Run 1, clock distribution:
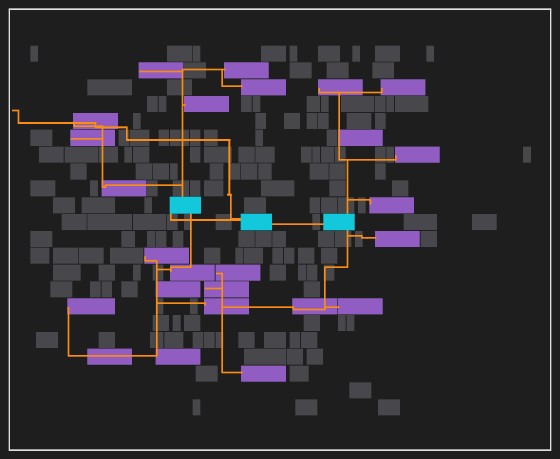
Run 1, nets reached from selected ports:
Bar = 20 µm.
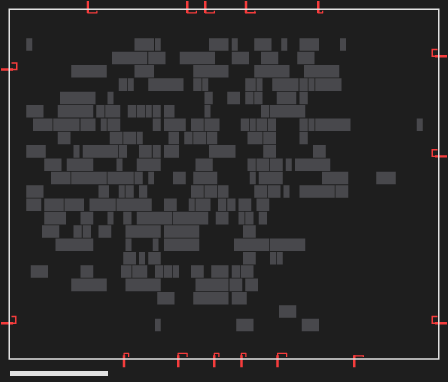
Run 1, routing congestion map:
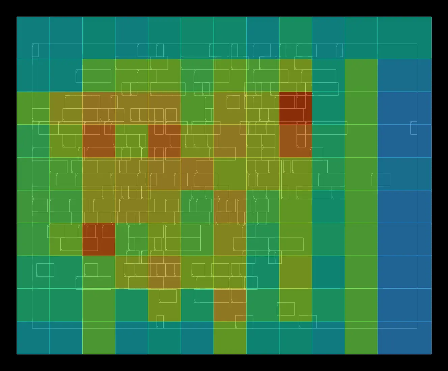
`src/rtl/bios_pkg.sv`:
```
// Shared BIOS geometry and loader FSM encoding, so the ROM and the boot loader agree.
package bios_pkg;

   localparam int BIOS_ADDR_WIDTH = 9;
   localparam int BIOS_WORDS      = 512;

   typedef enum logic [1:0] {
      IDLE = 2'd0,
      COPY = 2'd1,
      DONE = 2'd2
   } state_t;

endpackage

```
`src/rtl/bios_boot_loader.sv`:
```
// Boot loader: copies BIOS ROM words 0..COPY_WORDS-1 into main RAM at RAM_BASE+i,
// absorbing the ROM's one-cycle registered read latency, and holds the CPU until done.
// Optional feature macro: BIOS_CHECKSUM_EN (wrapping image sum must be zero at DONE).
module bios_boot_loader
   import bios_pkg::*;
#(
   parameter int                        DATA_WIDTH     = 16,
   parameter int                        ROM_ADDR_WIDTH = BIOS_ADDR_WIDTH,
   parameter int                        RAM_ADDR_WIDTH = 16,
   parameter int                        COPY_WORDS     = BIOS_WORDS,
   parameter logic [RAM_ADDR_WIDTH-1:0] RAM_BASE       = '0,
   parameter bit                        AUTO_START     = 1'b1
) (
   input  logic                      clk,
   input  logic                      reset,
   input  logic                      start,
   output logic [ROM_ADDR_WIDTH-1:0] rom_addr,
   input  logic [DATA_WIDTH-1:0]     rom_q,
   output logic [RAM_ADDR_WIDTH-1:0] ram_addr,
   output logic [DATA_WIDTH-1:0]     ram_data,
   output logic                      ram_we,
   input  logic                      ram_wait,
   output logic                      busy,
   output logic                      done,
   output logic                      cpu_hold,
   output logic                      checksum_ok
);

   localparam int                        LAST_IDX = COPY_WORDS - 1;
   // rd_ptr carries an extra MSB so a full 2**ROM_ADDR_WIDTH copy never aliases word 0
   localparam logic [ROM_ADDR_WIDTH:0]   RD_END   = COPY_WORDS[ROM_ADDR_WIDTH:0];
   localparam logic [ROM_ADDR_WIDTH-1:0] WR_LAST  = LAST_IDX[ROM_ADDR_WIDTH-1:0];

   state_t                    state, state_next;
   logic [ROM_ADDR_WIDTH:0]   rd_ptr;
   logic [ROM_ADDR_WIDTH-1:0] wr_ptr;
   logic                      vld;
   logic                      stall;
   logic                      start_copy;
   logic                      advance;
   logic                      finish;

   assign stall = vld & ram_wait;

   // On a stall the ROM re-reads the pending word so rom_q stays valid for the held write
   assign rom_addr = stall ? wr_ptr : rd_ptr[ROM_ADDR_WIDTH-1:0];
   assign ram_addr = RAM_BASE + RAM_ADDR_WIDTH'(wr_ptr);
   assign ram_data = rom_q;
   assign ram_we   = vld;

   // FSM state register
   always_ff @(posedge clk) begin
      if (reset) state <= IDLE;
      else       state <= state_next;
   end

   // Next-state logic and per-cycle datapath strobes
   always_comb begin
      state_next = state;
      start_copy = 1'b0;
      advance    = 1'b0;
      finish     = 1'b0;
      case (state)
         IDLE: begin
            if (start || AUTO_START) begin
               state_next = COPY;
               start_copy = 1'b1;
            end
         end
         COPY: begin
            if (!stall) begin
               if (rd_ptr < RD_END) advance = 1'b1;
               if (vld && (wr_ptr == WR_LAST)) begin
                  finish     = 1'b1;
                  state_next = DONE;
               end
            end
         end
         DONE: begin
            if (start) begin
               state_next = COPY;
               start_copy = 1'b1;
            end
         end
         default: state_next = IDLE;
      endcase
   end

   // Read/write pointers, write-valid pipeline stage and status flags
   always_ff @(posedge clk) begin
      if (reset) begin
         rd_ptr   <= '0;
         wr_ptr   <= '0;
         vld      <= 1'b0;
         busy     <= 1'b0;
         done     <= 1'b0;
         cpu_hold <= 1'b1;
      end else begin
         if (start_copy) begin
            rd_ptr <= '0;
            vld    <= 1'b0;
            busy   <= 1'b1;
            done   <= 1'b0;
         end else if ((state == COPY) && !stall) begin
            if (advance) begin
               wr_ptr <= rd_ptr[ROM_ADDR_WIDTH-1:0];
               rd_ptr <= rd_ptr + 1'b1;
               vld    <= 1'b1;
            end else begin
               vld    <= 1'b0;
            end
         end
         if (finish) begin
            busy     <= 1'b0;
            done     <= 1'b1;
            cpu_hold <= 1'b0;
         end
      end
   end

`ifdef BIOS_CHECKSUM_EN
   logic [DATA_WIDTH-1:0] sum;

   // Wrapping sum of every accepted write; the image's last word makes it zero
   always_ff @(posedge clk) begin
      if (reset)                                     sum <= '0;
      else if (start_copy)                           sum <= '0;
      else if ((state == COPY) && vld && !ram_wait)  sum <= sum + rom_q;
   end

   assign checksum_ok = done & (sum == '0);
`else
   assign checksum_ok = done;
`endif

endmodule
```
`config.mk`:
```
export PLATFORM = sky130hd
export DESIGN_NAME = bios_boot_loader
export DESIGN_NICKNAME = d
export VERILOG_FILES = /design/src/rtl/bios_pkg.sv /design/src/rtl/bios_boot_loader.sv
export SDC_FILE = /design/constraint.sdc
export NUM_CORES = 1
export LEC_CHECK = 0
export ABC_CLOCK_PERIOD_IN_PS = 1700
export CORE_ASPECT_RATIO = 0.8
export CORE_MARGIN = 3
export CORE_UTILIZATION = 25
export CTS_CLUSTER_SIZE = 8
export DETAILED_ROUTE_END_ITERATION = 7
export PLACE_DENSITY = 0.52
export SKIP_LAST_GASP = 1
export SYNTH_ARGS = -nofsm -noshare
export SYNTH_HDL_FRONTEND = slang
export SYNTH_SLANG_ARGS = --single-unit
export TNS_END_PERCENT = 10
```
`constraint.sdc`:
```
create_clock -name clk -period 1.7 [get_ports clk]
set_clock_uncertainty 0.05 [all_clocks]
set_input_delay 0.34 -clock clk [delete_from_list [all_inputs] [get_ports clk]]
set_output_delay 0.34 -clock clk [all_outputs]
set_load 0.02 [all_outputs]
```
==> impl_metrics.toml, run 1 <==
# yosys + openroad results
[flow_run]
cap_violations = 0
tool_warnings = 28

[synthesis]
synthTopCellsByCount = "25 x dfxtp_1, 24 x buf_4, 20 x nand2_1"
ys_seq_share = 0.380
aoi_share = 0.115
adder_share = 0.00949
synthArstFlopShare = 0
yosysUniqueCellTypes = 29
yosys.area.top_type_share = 0.380
syn-instance-count = 155
syn_avg_cell_area_um2 = 8.51
yosys.area_share.simple = 0.216
yosysWarnings = 0
synth_top_flop_cell = "dfxtp_1"

[layout]
area_growth_pct = 35.6
logic_area_um2 = 649

[clocking]
cts-root-buf = "clkbuf_8"
numCtsBuffers = 3
cts-hold-fix-buffers = 0

[grt]
antenna_found_initial = 0
grt_pass1_vias = 1102
grt_start_max_net_pins = 16

[critical_path]
cp-start-kind = "flop"
worstSetupStartpoint = "ram_we"
path_class = "flop to primary output"
endpoint_kind = "primary output"
crit_arrival_ns = 1.35
cp_max_fo = 3

[sta]
fin_ws_ns = -0.0386
fin_tns_setup_ns = -0.0406
setup_violations = 2
max_freq_mhz = 575

[floorplan]
core.rowCount = 22
pin_count = 66
die_w_um = 87.2

[routing]
vias = 1114
drc_errors = 0
drt_iter0_drc = 32

[place]
port_buffers = 26
dp.cells = 241
dp_hpwl_um = 2310

[run_status]
violations = "setup timing"
status = "finished, violations left"

[pwr]
p_leak_uw = 0.000760
-- 'clock distribution' (at the start) --
cells driving clock nets: drawn in cyan, count 3. clock wires: drawn in orange, length 340 µm. flip-flops: drawn in purple, count 25.
There are 4 routed clock nets.
Clk pwr share: 0.317
Skew-Pair Late Insertion Delay: 0.27 ns
clock network power: 356 µW

-- 'nets reached from selected ports' (at the start) --
rom_q: drawn in red, bits 16, direction input, end cells 0, buffers 0, wire 42.6 µm.

-- 'routing congestion map' (at the start) --
Core Util, Final: 0.369
Total Routing Usage GR: 0.107
met3 Resource Use GR: 0.0361
routed length per instance: 13.2 µm
GR Util met2: 0.162

## run 1: worst max-delay path, cell delays in order, from the launching register on
cell and delay [ns]:
dfxtp_2 0.36, buf_4 0.12, clkdlybuf4s50_1 0.60
## run 1: cell usage in the layout (no fill, tap or decap), types with 5 or more instances in the layout
cell type,count
dfxtp_1,24
buf_4,25
nand4_1,5
nand2_1,19
a21oi_1,15
buf_6,9
conb_1,7
mux2_4,8
clkdlybuf4s50_1,15
nand3_1,14
## run 1: area by class of cell
type,instances,area share
Multi-Input combinational cell,101,0.363
Sequential cell,25,0.281
Timing Repair Buffer,53,0.280
Tap cell,60,0.0420
Clock buffer,3,0.0231
Inverter,4,0.00840
Clock inverter,1,0.00280
## run 1: repair_timing
item	4_1_cts	5_1_grt
endpoints found under the setup margin	12	23
pin swaps	1	1
gates cloned	1	0
setup buffers	3	0
gates resized	61	10
## run 1: worst paths after layout
kind,to,slack (ns),cells past startpoint
min,checksum_ok,0.42,2
min reg2reg,checksum_ok,0.42,2
max reg2reg,rd_ptr[7],0.06,4
max,ram_we,-0.04,2
## run 1: metal layers
metal,wire length (µm),GRT usage,up-vias
met4,8,0.0136,0
met3,173,0.0361,2
li1,-,-,566
met2,1450,0.162,27
met5,0,0,-
met1,1640,0.151,519
## run 1: per-stage QoR
| step | setup WS (ns) | total power (µW) | instance area, µm² |
|---|---|---|---|
| finish | -0.0386 | 1120 | 1790 |
| global route | -0.0802 | 1180 | 1790 |
| floorplan | 0.108 | 769 | 1340 |
| global placement | -0.600 | 768 | 1660 |
| CTS | -0.0839 | 1150 | 1800 |
| detailed placement | -0.613 | 767 | 1660 |
## run 1: sequential cells by signal, summed over array words and instances (netlist names)
| name | flops |
|---|---|
| cpu_hold | 1 |
| wr_ptr | 9 |
| ram_we | 1 |
| state | 2 |
| busy | 1 |
| checksum_ok | 1 |
| rd_ptr | 10 |
## run 1: power breakdown
part	internal [µW]	total [µW]	leakage, µW	switching [µW]
clock network	164	356	0.0000255	192
logic	73.4	164	0.000531	90.4
registers	596	605	0.000203	9.20
## run 1: logic make-up (layout without fill, tap and decap cells)
family,Yosys count,count (layout)
AOI/OAI and AO/OA,26,26
buffers and inverters,35,61
DFF,25,25
muxes,9,9
xor gates and xnor gates,4,4
other,1,7
adders and majority gates,1,1
and+or+nand+nor,54,54
==> run 2, diff against run 1 <==
--- a/config.mk
+++ b/config.mk
@@ -6,6 +6,7 @@
 export NUM_CORES = 1
 export LEC_CHECK = 0
 export ABC_CLOCK_PERIOD_IN_PS = 1700
+export CAP_MARGIN = 30
 export CORE_ASPECT_RATIO = 0.8
 export CORE_MARGIN = 3
 export CORE_UTILIZATION = 25
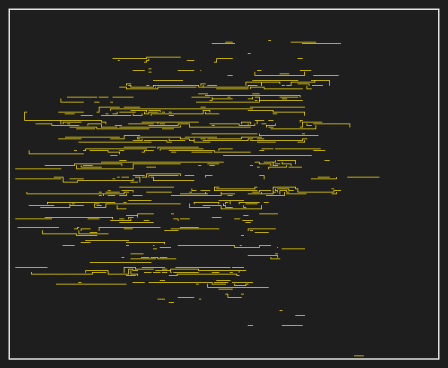
Run 2: signal wires on met1
The layer carries 1640 µm of wire. The layer holds 50% of the routed length. The longest straight run is 29.0 µm. 166 nets have wire on it. The wires run mostly horizontal.

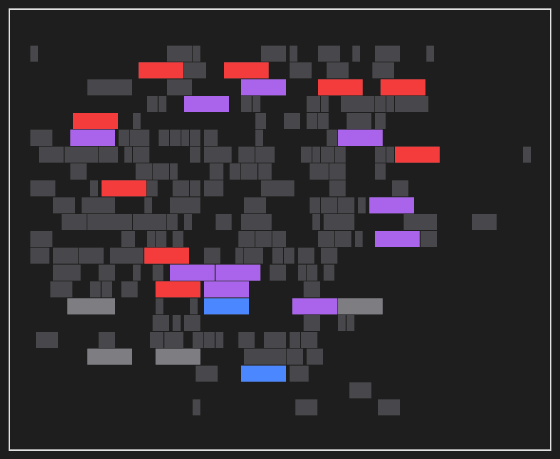
Run 2: register map, names as in the netlist
rd_ptr: drawn in purple, sequential cells 10. wr_ptr: drawn in red, sequential cells 9. state: drawn in blue, sequential cells 2.

==> impl_metrics.toml, run 2 <==
# yosys + openroad results
[grt]
antenna_found_initial = 0
grt_use_total = 0.107
grt_start_max_net_pins = 16
grt_pass1_vias = 1102

[sta]
fin_ws_ns = -0.0386
fin_tns_setup_ns = -0.0406
setup_violations = 2

[routing]
drt_iter0_drc = 32
detail_route.wl_per_cell_um = 13.2
drc_errors = 0
vias = 1114

[flow_run]
tool_warnings = 28
cap_violations = 0

[place]
dp_hpwl_um = 2310
port_buffers = 26

[synthesis]
synth_top_flop_cell = "dfxtp_1"
yosysUniqueCellTypes = 29
synthTopCellsByCount = "25 x dfxtp_1, 24 x buf_4, 20 x nand2_1"
yosys.area.top_type_share = 0.380
yosysWarnings = 0
synthArstFlopShare = 0

[run_status]
violations = "setup timing"
status = "finished, violations left"

[floorplan]
pin_count = 66
die_w_um = 87.2

[critical_path]
path_class = "flop to primary output"
cp-start-kind = "flop"
crit_arrival_ns = 1.35

[layout]
largest_reg_flops = 10
layout.cells.most_common = "buf_4"
area_growth_pct = 35.6
lay_top_cells = "25 x buf_4, 24 x dfxtp_1, 19 x nand2_1"

[clocking]
numCtsBuffers = 3
cts-root-buf = "clkbuf_8"
clock_latency_ns = 0.27

[pwr]
p_leak_uw = 0.000760
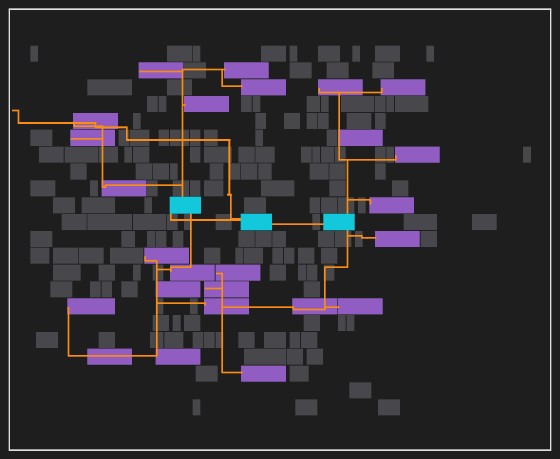
Run 2: clock distribution
flip-flops: drawn in purple, count 25. clock wires: drawn in orange, length 340 µm. cells driving clock nets: drawn in cyan, count 3.
There are 4 routed clock nets.

[run 2: cell counts in the layout (fill, tap and decap cells not counted)]
Identical to the previous run, type by type.
[run 2: worst paths after layout]
check / start / endpoint / cells past startpoint
setup reg to reg: state[0] / rd_ptr[7] / 4
setup / recovery: ram_we / ram_we / 2
hold reg to reg: checksum_ok / checksum_ok / 2
hold / removal: checksum_ok / checksum_ok / 2
[run 2: power by group]
part	leakage (µW)	internal [µW]	switching, µW	total, µW
Sequential	0.000203	596	9.20	605
Combinational	0.000531	73.4	90.4	164
Clock	0.0000255	164	192	356
Total	0.000760	833	292	1120
[run 2: timing repair]
item / 4_1_cts / 5_1_grt
setup endpoints to repair: 12 / 23
gates resized: 61 / 10
gates cloned: 1 / 0
pin swaps: 1 / 1
setup buffers: 3 / 0
[run 2: logic make-up after synthesis]
logic type,after synthesis,share of synthesized area
adders and majority gates,1,0.00949
xor gates and xnor gates,4,0.0266
other,1,0.00284
AOI/OAI and AO/OA,26,0.115
muxes,9,0.0769
and+or+nand+nor,54,0.216
DFF,25,0.380
buffers and inverters,35,0.174
[run 2: final cells by class]
| class | count | area [µm²] | share of cell area |
|---|---|---|---|
| tap | 60 | 75.1 | 0.0420 |
| timing repair buffer | 53 | 500 | 0.280 |
| clock inverter | 1 | 5.00 | 0.00280 |
| multi-input combinational | 101 | 649 | 0.363 |
| inverter | 4 | 15.0 | 0.00840 |
| sequential | 25 | 502 | 0.281 |
| clock buffer | 3 | 41.3 | 0.0231 |
[run 2: stage by stage]
step / util / hold slack, ns / setup WS, ns / power [µW] / std cells
finish: 0.369 / 0.417 / -0.0386 / 1120 / 247
detailed placement: 0.343 / 0.414 / -0.613 / 767 / 241
CTS: 0.371 / 0.428 / -0.0839 / 1150 / 249
global placement: 0.343 / 0.404 / -0.600 / 768 / 241
global route: 0.369 / 0.460 / -0.0802 / 1180 / 247
floorplan: - / 0.418 / 0.108 / 769 / 161
[run 2: worst max-delay path, stage by stage, from the launching register on]
cell and delay, ns:
dfxtp_2 0.36, buf_4 0.12, clkdlybuf4s50_1 0.60
[run 2: layer usage]
layer / share of wire / vias to the layer above / track usage
li1: - / 566 / -
met1: 0.50 / 519 / 0.151
met2: 0.44 / 27 / 0.162
met3: 0.053 / 2 / 0.0361
met4: 0.0025 / 0 / 0.0136
met5: 0 / - / 0
No activity file was given, so power comes from the tool's default toggle rates.
